**Metal 1**

Scale: 4 px per µm. Supply wires on this layer in gray. Cells faint in the background.
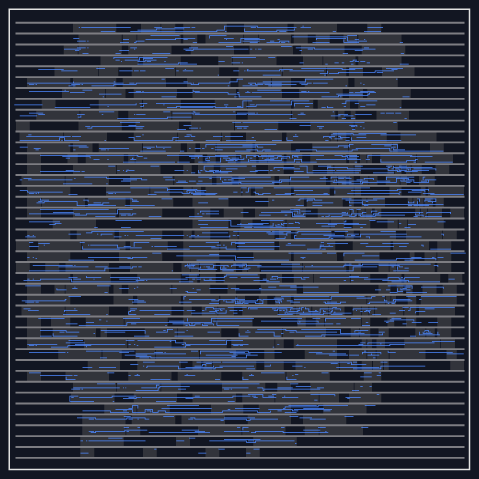
**Metal 2**

Scale: 4 px per µm.
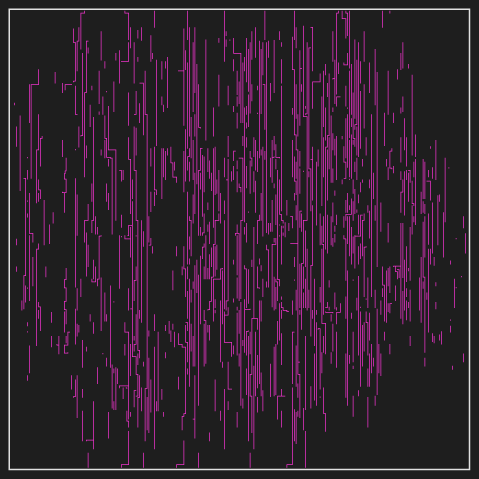
**Met3 routing**

Scale: 4 px per µm. Cells faint in the background.
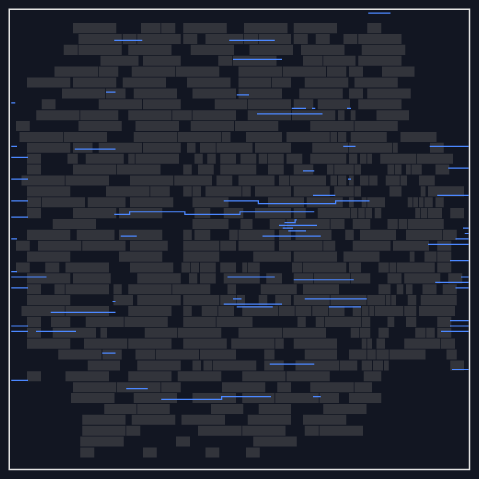
**Signal wires on met4**

Scale: 3 px per µm. Supply wires on this layer in gray. Cells faint in the background.
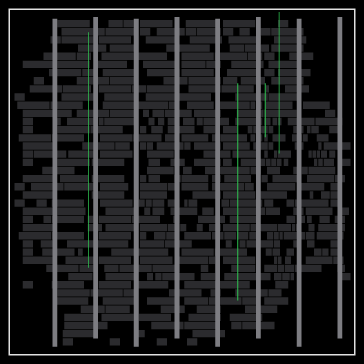
--- src/rtl/serial_transceiver_fifo_if.sv ---
// Parallel-in / serial-out bus of serial_transceiver_fifo: push side, serial side and FIFO status.
// The parameters must match those of the transceiver that the bus is connected to.
interface serial_transceiver_fifo_if #(
  parameter int DATA_W = 32,
  parameter int OUT_W  = 4,
  parameter int DEPTH  = 4
);
  localparam int CW = $clog2(DEPTH) + 1;

  logic [DATA_W-1:0] din;
  logic              sample;
  logic              startTx;
  logic [OUT_W-1:0]  dout;
  logic              doutValid;
  logic              txBusy;
  logic              txDone;
  logic              full;
  logic              empty;
  logic [CW-1:0]     count;
  logic              overflow;

  modport master (
    output din, sample, startTx,
    input  dout, doutValid, txBusy, txDone, full, empty, count, overflow
  );

  modport slave (
    input  din, sample, startTx,
    output dout, doutValid, txBusy, txDone, full, empty, count, overflow
  );
endinterface

--- src/rtl/serial_transceiver_fifo.sv ---
// Word FIFO feeding a chunk serialiser. Each chunk is held on dout for DIV clocks, and every
// word is followed by a one-cycle DONE slot that carries the txDone pulse.
module serial_transceiver_fifo #(
  parameter int DATA_W    = 32,
  parameter int OUT_W     = 4,
  parameter int DEPTH     = 4,
  parameter int MSB_FIRST = 1,
  parameter int DIV       = 2
) (
  input  logic                    clk,
  input  logic                    reset,
  serial_transceiver_fifo_if.slave bus
);
  localparam int NCHUNK  = DATA_W / OUT_W;
  localparam int AW      = $clog2(DEPTH);
  localparam int DW      = (DIV > 1) ? $clog2(DIV) : 1;
  localparam int IW      = (NCHUNK > 1) ? $clog2(NCHUNK) : 1;
  localparam int DIV_M1  = DIV - 1;
  localparam int NCH_M1  = NCHUNK - 1;
  localparam logic [DW-1:0] DIV_LAST = DIV_M1[DW-1:0];
  localparam logic [IW-1:0] IDX_LAST = NCH_M1[IW-1:0];
  localparam logic [AW:0]   FULL_CNT = DEPTH[AW:0];

  typedef enum logic [1:0] {
    IDLE  = 2'd0,
    SHIFT = 2'd1,
    DONE  = 2'd2
  } state_t;

  // ---------------- FIFO ----------------
  logic [DATA_W-1:0] mem_q [DEPTH];
  logic [AW-1:0]     wr_ptr_q, wr_ptr_d;
  logic [AW-1:0]     rd_ptr_q, rd_ptr_d;
  logic [AW:0]       count_q, count_d;
  logic              full_q, full_d;
  logic              empty_q, empty_d;
  logic              overflow_q, overflow_d;
  logic              push;
  logic              pop;
  logic [DATA_W-1:0] head;

  // The registered full flag decides drops, so a same-cycle pop never rescues a push.
  assign push = bus.sample && !full_q;
  assign head = mem_q[rd_ptr_q];

  always_comb begin
    wr_ptr_d   = push ? wr_ptr_q + 1'b1 : wr_ptr_q;
    rd_ptr_d   = pop  ? rd_ptr_q + 1'b1 : rd_ptr_q;
    count_d    = count_q;
    case ({push, pop})
      2'b10:   count_d = count_q + 1'b1;
      2'b01:   count_d = count_q - 1'b1;
      default: count_d = count_q;
    endcase
    full_d     = (count_d == FULL_CNT);
    empty_d    = (count_d == '0);
    overflow_d = overflow_q || (bus.sample && full_q);
  end

  always_ff @(posedge clk) begin
    if (push) begin
      mem_q[wr_ptr_q] <= bus.din;
    end
  end

  always_ff @(posedge clk or negedge reset) begin
    if (!reset) begin
      wr_ptr_q   <= '0;
      rd_ptr_q   <= '0;
      count_q    <= '0;
      full_q     <= 1'b0;
      empty_q    <= 1'b1;
      overflow_q <= 1'b0;
    end else begin
      wr_ptr_q   <= wr_ptr_d;
      rd_ptr_q   <= rd_ptr_d;
      count_q    <= count_d;
      full_q     <= full_d;
      empty_q    <= empty_d;
      overflow_q <= overflow_d;
    end
  end

  // ---------------- serialiser ----------------
  function automatic logic [OUT_W-1:0] lead_chunk(input logic [DATA_W-1:0] w);
    if (MSB_FIRST != 0) begin
      return w[DATA_W-1 -: OUT_W];
    end
    return w[OUT_W-1:0];
  endfunction

  function automatic logic [DATA_W-1:0] drop_chunk(input logic [DATA_W-1:0] w);
    if (MSB_FIRST != 0) begin
      return w << OUT_W;
    end
    return w >> OUT_W;
  endfunction

  state_t            state_q, state_d;
  logic [DW-1:0]     div_q, div_d;
  logic [IW-1:0]     idx_q, idx_d;
  logic [DATA_W-1:0] sh_q, sh_d;
  logic [OUT_W-1:0]  dout_q, dout_d;
  logic              valid_q, valid_d;
  logic              busy_q, busy_d;
  logic              done_q, done_d;

  always_comb begin
    state_d = state_q;
    div_d   = div_q;
    idx_d   = idx_q;
    sh_d    = sh_q;
    dout_d  = dout_q;
    valid_d = valid_q;
    busy_d  = busy_q;
    done_d  = 1'b0;
    pop     = 1'b0;
    case (state_q)
      IDLE, DONE: begin
        if (bus.startTx && !empty_q) begin
          // Chunk 0 goes straight to dout; the shift register keeps the rest.
          pop     = 1'b1;
          state_d = SHIFT;
          sh_d    = drop_chunk(head);
          dout_d  = lead_chunk(head);
          valid_d = 1'b1;
          busy_d  = 1'b1;
          div_d   = '0;
          idx_d   = '0;
        end else begin
          state_d = IDLE;
          dout_d  = '0;
          valid_d = 1'b0;
          busy_d  = 1'b0;
        end
      end
      SHIFT: begin
        if (div_q == DIV_LAST) begin
          div_d = '0;
          if (idx_q == IDX_LAST) begin
            state_d = DONE;
            done_d  = 1'b1;
            busy_d  = 1'b0;
            valid_d = 1'b0;
            dout_d  = '0;
          end else begin
            idx_d  = idx_q + 1'b1;
            dout_d = lead_chunk(sh_q);
            sh_d   = drop_chunk(sh_q);
          end
        end else begin
          div_d = div_q + 1'b1;
        end
      end
      default: begin
        state_d = IDLE;
        dout_d  = '0;
        valid_d = 1'b0;
        busy_d  = 1'b0;
      end
    endcase
  end

  always_ff @(posedge clk or negedge reset) begin
    if (!reset) begin
      state_q <= IDLE;
      div_q   <= '0;
      idx_q   <= '0;
      sh_q    <= '0;
      dout_q  <= '0;
      valid_q <= 1'b0;
      busy_q  <= 1'b0;
      done_q  <= 1'b0;
    end else begin
      state_q <= state_d;
      div_q   <= div_d;
      idx_q   <= idx_d;
      sh_q    <= sh_d;
      dout_q  <= dout_d;
      valid_q <= valid_d;
      busy_q  <= busy_d;
      done_q  <= done_d;
    end
  end

  assign bus.dout      = dout_q;
  assign bus.doutValid = valid_q;
  assign bus.txBusy    = busy_q;
  assign bus.txDone    = done_q;
  assign bus.full      = full_q;
  assign bus.empty     = empty_q;
  assign bus.count     = count_q;
  assign bus.overflow  = overflow_q;
endmodule

--- src/flat_wrapper.sv ---
// flat-port wrapper written by rule: the top's interface ports become plain ports
module serial_transceiver_fifo_flat 
#(
  parameter int DATA_W    = 32,
  parameter int OUT_W     = 4,
  parameter int DEPTH     = 4,
  parameter int MSB_FIRST = 1,
  parameter int DIV       = 2
)
  (clk, reset, bus_din, bus_sample, bus_startTx, bus_dout, bus_doutValid, bus_txBusy, bus_txDone, bus_full, bus_empty, bus_count, bus_overflow);
  serial_transceiver_fifo_if #(.DATA_W(DATA_W), .OUT_W(OUT_W), .DEPTH(DEPTH)) bus_i ();
  input  logic clk;
  input  logic reset;
  input wire logic [$bits(bus_i.din)-1:0] bus_din;
  input wire logic [$bits(bus_i.sample)-1:0] bus_sample;
  input wire logic [$bits(bus_i.startTx)-1:0] bus_startTx;
  output wire logic [$bits(bus_i.dout)-1:0] bus_dout;
  output wire logic [$bits(bus_i.doutValid)-1:0] bus_doutValid;
  output wire logic [$bits(bus_i.txBusy)-1:0] bus_txBusy;
  output wire logic [$bits(bus_i.txDone)-1:0] bus_txDone;
  output wire logic [$bits(bus_i.full)-1:0] bus_full;
  output wire logic [$bits(bus_i.empty)-1:0] bus_empty;
  output wire logic [$bits(bus_i.count)-1:0] bus_count;
  output wire logic [$bits(bus_i.overflow)-1:0] bus_overflow;
  assign bus_i.din = bus_din;
  assign bus_i.sample = bus_sample;
  assign bus_i.startTx = bus_startTx;
  assign bus_dout = bus_i.dout;
  assign bus_doutValid = bus_i.doutValid;
  assign bus_txBusy = bus_i.txBusy;
  assign bus_txDone = bus_i.txDone;
  assign bus_full = bus_i.full;
  assign bus_empty = bus_i.empty;
  assign bus_count = bus_i.count;
  assign bus_overflow = bus_i.overflow;
  serial_transceiver_fifo #(.DATA_W(DATA_W), .OUT_W(OUT_W), .DEPTH(DEPTH), .MSB_FIRST(MSB_FIRST), .DIV(DIV)) u_core (.clk(clk), .reset(reset), .bus(bus_i));
endmodule
--- config.mk ---
export PLATFORM = sky130hd
export DESIGN_NAME = serial_transceiver_fifo_flat
export DESIGN_NICKNAME = d
export VERILOG_FILES = /design/src/rtl/serial_transceiver_fifo_if.sv /design/src/rtl/serial_transceiver_fifo.sv /design/src/flat_wrapper.sv
export SDC_FILE = /design/constraint.sdc
export NUM_CORES = 1
export LEC_CHECK = 0
export CAP_MARGIN = 20
export CORE_UTILIZATION = 55
export CTS_BUF_LIST = sky130_fd_sc_hd__clkbuf_4 sky130_fd_sc_hd__clkbuf_8
export CTS_CLUSTER_DIAMETER = 30
export DETAILED_ROUTE_END_ITERATION = 10
export PLACE_DENSITY = 0.78
export SETUP_SLACK_MARGIN = 0.02
export SLEW_MARGIN = 20
export SYNTH_ARGS = -nofsm -noshare
export SYNTH_HDL_FRONTEND = slang
export SYNTH_SLANG_ARGS = --single-unit
export TNS_END_PERCENT = 50
--- constraint.sdc ---
create_clock -name clk -period 5.53 [get_ports clk]
set_clock_uncertainty 0.2 [all_clocks]
set_input_delay 0.553 -clock clk [delete_from_list [all_inputs] [get_ports clk]]
set_output_delay 0.553 -clock clk [all_outputs]
set_load 0.05 [all_outputs]
==> results.yml <==
# yosys + openroad results
status:
  status: "complete, no violations"
worst_setup_path:
  endpoint: "u_core.bus.count[2]"
  crit_type: "primary input to flop"
  cp_num_cells: 9
  cp_max_fo: 35
  regToRegStartpoint: "u_core.state_q[0]"
  worst-path-buf-inv: 3
  crit_family: "simple AND/OR/NAND/NOR gates"
  slowest_delay_ns: 0.54
  r2r-end: "u_core.bus.count[2]"
  cp_cell_sequence: "clkdlybuf4s50_1 -> or3b_1 -> inv_6 -> ha_1 -> inv_1 -> fa_1 -> xor2_1 -> o21a_1 -> or2_2"
  rrSetupSlack_ns: 2.57
  start_kind: "primary input"
yosys:
  flop_cell: "edfxtp_1"
  yosysCellCount: 359
  compound_area_share_pct: 5.732
  yosys.stat.seqShare_pct: 72.95
  yosys-stat-area_um2: 6985
  fp_nets: 403
  avgSynthCellArea_um2: 19.46
  netlist_instances: 359
  synth.most_common_cell: "edfxtp_1"
  synth_top_area_share_pct: 55.02
  yosysWarningCount: 0
  mux_share_pct: 11.36
  syn_area_um2: 6985
detailed_routing:
  highest_layer: "met4"
  postRouteAntennaNets: 0
  drt_first_pass_iters: 5
  wl_per_cell_um: 19.75
  routed-wl-met2_mm: 5.995
  drt-initial-drc-count: 261
power_and_ir_drop:
  netSwitchingFraction_pct: 31.17
  p_sw_mw: 1.325
  power.leakage_nw: 2.809
  power_frac_comb_pct: 31.5
  top_power_group: "registers"
  clk-power_mw: 0.868
timing:
  hold_violations: 0
  setup_slack_ns: 2.443
  max_freq_mhz: 324.0
  finalSetupViolCount: 0
place:
  dp_cells: 561
  gp_congestion: 0.7578
  numPortBuffers: 48
floorplanning:
  die_y_um: 114.7
  die_area_um2: 13150
  row_count: 40
  die_w_um: 114.7
  coreArea_um2: 12210
clock_network:
  clk_pin_slew_worst_paths_ns: 0.09
  cts_tree: "built"
  clk_path_buf_depth: 2
  cts_setup_buffers: 0
worst_hold_path:
  hold_start: "u_core.bus.overflow"
  holdPathEnd: "u_core.bus.overflow"
final_layout:
  sh_comb_area_pct: 21.31
  seqCellArea_um2: 5099
  largest_register: "u_core.mem_q"
  clockNetworkAreaShare_pct: 5.022
  n_antenna_cell: 0
  n_fill_cell: 843
  final_layout_top_logic_cells: "edfxtp_1 (128), clkdlybuf4s50_1 (47), dfrtp_1 (47)"
  mostFrequentLayoutCell: "edfxtp_1"
grt:
  grt.busiest_layer: "met2"
  grt_overflow: 0
  grt_util_all_layers_pct: 19.83
  grt_antenna_before_repair: 0
  grt_pass1_vias: 3497
job:
  maxCapViolCount: 0
  warnings: 29
Notes on 'metal 1' above:
- wire length on this layer: 5,050 µm
- share of all routed wire: 43%
- nets with wire on the layer: 414
- main direction: horizontal
met1 Resource Use GR: 26.24%
DRT Wirelength: 11.73 mm
Vias: 3,358

Notes on 'metal 2' above:
- longest straight run: 68.5 µm
- wire length on this layer: 6,000 µm
- share of all routed wire: 51%
- nets with wire on the layer: 418
- main direction: vertical
M2 GR Usage: 32.04%

Notes on 'met3 routing' above:
- wire length on this layer: 472 µm
- longest straight run: 19.3 µm
- main direction: horizontal
M3 GR Usage: 4.553%

Notes on 'signal wires on met4' above:
- nets with wire on the layer: 3
- main direction: vertical

